Zoomed window:
Window x 3 to 43, y 48 to 88 um. Cells in grey, sequential cells in the stronger grey; small squares are vias.
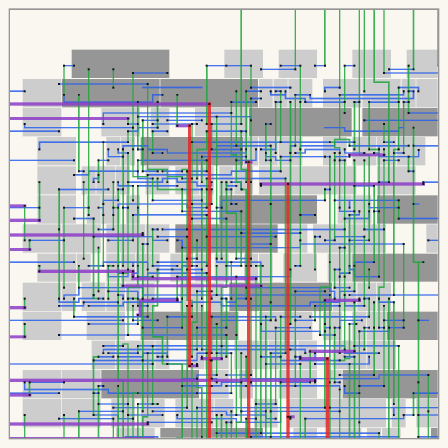
Wiring heat map:
The die is cut into 18 by 18 equal tiles; dark blue is low, red is high, scaled to the fullest tile. Values are wire area over tile area, all layers added.
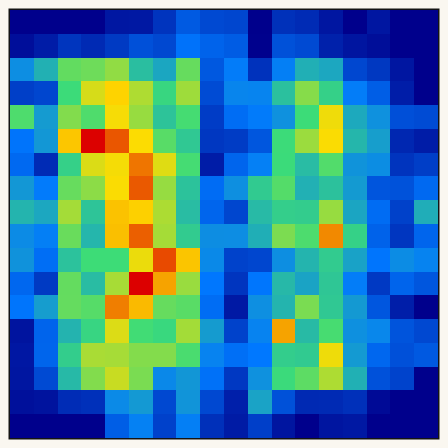
Clock nets:
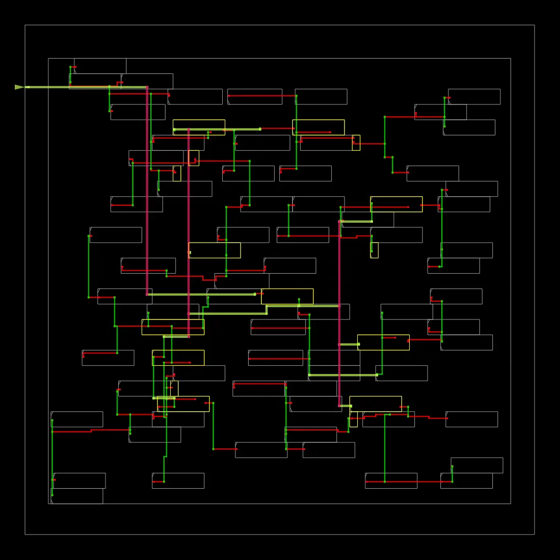
**config.mk**
```make
export PLATFORM = sky130hd
export DESIGN_NAME = lfsr_prng
export DESIGN_NICKNAME = d
export VERILOG_FILES = /design/src/rtl/lfsr_prng.sv
export SDC_FILE = /design/constraint.sdc
export NUM_CORES = 1
export LEC_CHECK = 0
export CAP_MARGIN = 20
export CORE_MARGIN = 4
export CORE_UTILIZATION = 51
export CTS_BUF_LIST = sky130_fd_sc_hd__clkbuf_16
export CTS_CLUSTER_DIAMETER = 40
export CTS_CLUSTER_SIZE = 16
export DETAILED_ROUTE_END_ITERATION = 8
export PLACE_DENSITY_LB_ADDON = 0.1
export SYNTH_ARGS = -nofsm -noshare
export SYNTH_HDL_FRONTEND = slang
export SYNTH_HIERARCHICAL = 1
export SYNTH_SLANG_ARGS = --single-unit
export TNS_END_PERCENT = 50
```
**constraint.sdc**
```tcl
create_clock -name clk_i -period 3.7 [get_ports clk_i]
set_input_delay 0.37 -clock clk_i [delete_from_list [all_inputs] [get_ports clk_i]]
set_output_delay 0.37 -clock clk_i [all_outputs]
set_load 0.01 [all_outputs]
```
**src/rtl/lfsr_prng.sv**
```systemverilog
// Parametrised Fibonacci LFSR pseudo-random source with valid/ready delivery,
// runtime seed load, all-zero lockup recovery and a delivered-word counter.
module lfsr_prng_chk #(
  parameter int unsigned  W     = 32,
  parameter logic [W-1:0] SEED  = 32'h00B2_91AE,
  parameter int unsigned  STEPS = 1
) (
  input logic         clk_i,
  input logic         reset_i,
  input logic         load_i,
  input logic         ready_i,
  input logic         valid_i,
  input logic [W-1:0] data_i
);
  // A zero seed would make the fallback path lock up the generator.
  if (SEED == {W{1'b0}}) begin : g_seed_zero
    $error("lfsr_prng: SEED must be non-zero");
  end

  if ((STEPS < 1) || (STEPS > W) || (W < 4)) begin : g_bad_geometry
    $error("lfsr_prng: need W >= 4 and 1 <= STEPS <= W");
  end

  property p_state_nonzero;
    @(posedge clk_i) disable iff (reset_i) (data_i != {W{1'b0}});
  endproperty
  a_state_nonzero: assert property (p_state_nonzero);

  // Offered words stay put until they are taken or a load overrides them.
  property p_stable_under_backpressure;
    @(posedge clk_i) disable iff (reset_i)
      (valid_i && !ready_i && !load_i) |=> (valid_i && $stable(data_i));
  endproperty
  a_stable_under_backpressure: assert property (p_stable_under_backpressure);
endmodule

module lfsr_prng #(
  parameter int unsigned  W     = 32,
  parameter logic [W-1:0] TAPS  = 32'h088C_8892,
  parameter logic [W-1:0] SEED  = 32'h00B2_91AE,
  parameter int unsigned  STEPS = 1
) (
  input  logic         clk_i,
  input  logic         reset_i,
  input  logic         en_i,
  input  logic         load_i,
  input  logic [W-1:0] seed_i,
  input  logic         ready_i,
  output logic         valid_o,
  output logic [W-1:0] data_o,
  output logic         lockup_o,
  output logic [31:0]  count_o
);
  localparam logic [W-1:0] ZERO_W = {W{1'b0}};

  function automatic logic parity_f(input logic [W-1:0] v);
    return ^v;
  endfunction

  function automatic logic [W-1:0] step_f(input logic [W-1:0] s);
    return {s[W-2:0], parity_f(s & TAPS)};
  endfunction

  // Intermediate zeros are tolerated; only the delivered word is screened.
  function automatic logic [W-1:0] word_f(input logic [W-1:0] s);
    logic [W-1:0] t;
    t = s;
    for (int unsigned i = 0; i < STEPS; i++) begin
      t = step_f(t);
    end
    return t;
  endfunction

  logic [W-1:0] state_r;
  logic         valid_r;
  logic         lockup_r;
  logic [31:0]  count_r;

  logic [W-1:0] word_next_s;
  logic [W-1:0] state_nxt_s;
  logic         valid_nxt_s;
  logic         lockup_nxt_s;
  logic [31:0]  count_nxt_s;

  // Next-state selection: load beats handshake beats idle/request.
  always_comb begin
    word_next_s  = word_f(state_r);
    state_nxt_s  = state_r;
    valid_nxt_s  = valid_r;
    lockup_nxt_s = 1'b0;
    count_nxt_s  = count_r;
    if (load_i) begin
      if (seed_i != ZERO_W) begin
        state_nxt_s = seed_i;
      end else begin
        state_nxt_s = SEED;
      end
      valid_nxt_s = 1'b0;
      count_nxt_s = 32'd0;
    end else if (valid_r && ready_i) begin
      if (word_next_s == ZERO_W) begin
        state_nxt_s  = SEED;
        lockup_nxt_s = 1'b1;
      end else begin
        state_nxt_s = word_next_s;
      end
      count_nxt_s = count_r + 32'd1;
      valid_nxt_s = en_i;
    end else if (!valid_r && en_i) begin
      valid_nxt_s = 1'b1;
    end else begin
      valid_nxt_s = valid_r;
    end
  end

  // State registers with asynchronous reset to the seed.
  always_ff @(posedge clk_i or posedge reset_i) begin
    if (reset_i) begin
      state_r  <= SEED;
      valid_r  <= 1'b0;
      lockup_r <= 1'b0;
      count_r  <= 32'd0;
    end else begin
      state_r  <= state_nxt_s;
      valid_r  <= valid_nxt_s;
      lockup_r <= lockup_nxt_s;
      count_r  <= count_nxt_s;
    end
  end

  assign data_o   = state_r;
  assign valid_o  = valid_r;
  assign lockup_o = lockup_r;
  assign count_o  = count_r;

  lfsr_prng_chk #(
    .W     (W),
    .SEED  (SEED),
    .STEPS (STEPS)
  ) u_chk (
    .clk_i   (clk_i),
    .reset_i (reset_i),
    .load_i  (load_i),
    .ready_i (ready_i),
    .valid_i (valid_r),
    .data_i  (state_r)
  );
endmodule

```
==> design notes <==
The run finished with clean final reports. Detailed routing inserted a total of 3343 vias. The script computed a power per unit cell area of 417 nW/um2.

The run gives 24.7% for the total routing usage reported by global routing. The run gives 610 um for the total met3 wirelength after detailed routing. For reference, the final report shows the max-slew violation count at 0.

Recorded from the global router log, the overflow total was 0. The buffering stage count on the worst path with inverters included is 1, and the mean number of vias per cell is 5.88. Across all checked pins, the minimum headroom to the slew limit is 43.0%.

Number of antenna violations at the first check in global routing: 0. The clock-pin transition on the worst setup and hold timing paths was 60 ps; the number of primary I/O pins was 103. Detailed-placement wirelength estimate: 6.86 mm.

The first global-routing pass estimated 16.5 mm of wire. The number of standard cells after synthesis came out at 389. Sorting the Yosys area breakdown by cell type puts at the top dfrtp_1.

Across the run, the number of max-cap violations was 0. Category of cells accounting for the largest share of critical-path delay: simple AND/OR/NAND/NOR gates. The fill cell instance count of the final layout was 494; the number of setup violations in the final report was 0.
## Picture notes: 'zoomed window'
Key: purple = met3; green = met2; red = met4; blue = met1
123 logic cells have their middle in the window. Netlist names of flops here include data_o (14), lockup_o (1). Most frequent: clkdlybuf4s50_1 (30), nor2_1 (22), o21ai_0 (10). Sequential cells in the window: 15.

## Picture notes: 'wiring heat map'
The fullest tile reaches 0.60. 7.7% of the tiles are nearly empty. The mean over all tiles is 0.20.

## Picture notes: 'clock nets'
# clk buffers: 9
total clock sinks: 66
clock latency of the later-clocked register in the worst-skew pair: 320 ps
layout sequential cell count: 66

registers in the layout, summed over array words and instances, names as in the netlist:
| name | cells |
|---|---|
| count_o | 32 |
| data_o | 32 |
| lockup_o | 1 |
| valid_o | 1 |
cell usage in the layout, fill, tap and decap left out, drive strengths merged, types with 2 or more instances in the layout:
master	n
a21oi	27
and3	3
and4	5
buf	6
clkbuf	9
clkdlybuf4s50	101
clkinv	4
dfrtp	54
dfstp	12
inv	9
mux2	2
nand2	27
nand3	9
nand4	11
nor2	98
nor3	11
nor4	21
o21ai	22
o22ai	12
or3	6
xnor2	25
xor2	5
power breakdown:
| part | switching [mW] | internal [mW] |
|---|---|---|
| logic | 0.158 | 0.178 |
| clock network | 0.299 | 0.508 |
| registers | 0.0667 | 0.784 |
| total | 0.524 | 1.47 |
cell families (layout without fill, tap and decap cells):
logic type	count (synthesis)	in the layout	synth area share (%)
adder cells (fa/ha/maj)	1	1	0.363
flip-flops	66	66	48.3
AND/OR/NAND/NOR	196	196	28.5
XOR/XNOR	30	30	7.62
AND-OR/OR-AND	66	66	10.6
multiplexers	3	3	1.05
buffers and inverters	27	130	3.59
final timing paths:
| check | start | end | slack, ps | depth (start not counted) |
|---|---|---|---|---|
| min in group clk_i | data_o[20] | data_o[20] | 500 | 2 |
| min reg2reg | data_o[20] | data_o[20] | 500 | 2 |
| max reg2reg | data_o[9] | data_o[17] | 1380 | 6 |
| max in group asynchronous | reset_i | count_o[22] | 2320 | 3 |
| min | reset_i | data_o[22] | 500 | 2 |
| max | ready_i | count_o[30] | 1310 | 6 |
layout make-up:
cell class	count	area share (%)
flip-flops and latches	66	34.9
clock inverters	7	1.13
inverters	7	0.550
multi-input cells	296	34.7
well taps	77	2.02
clock buffers	9	4.71
repair buffers	107	22.0
No activity file was given, so power comes from the tool's default toggle rates.
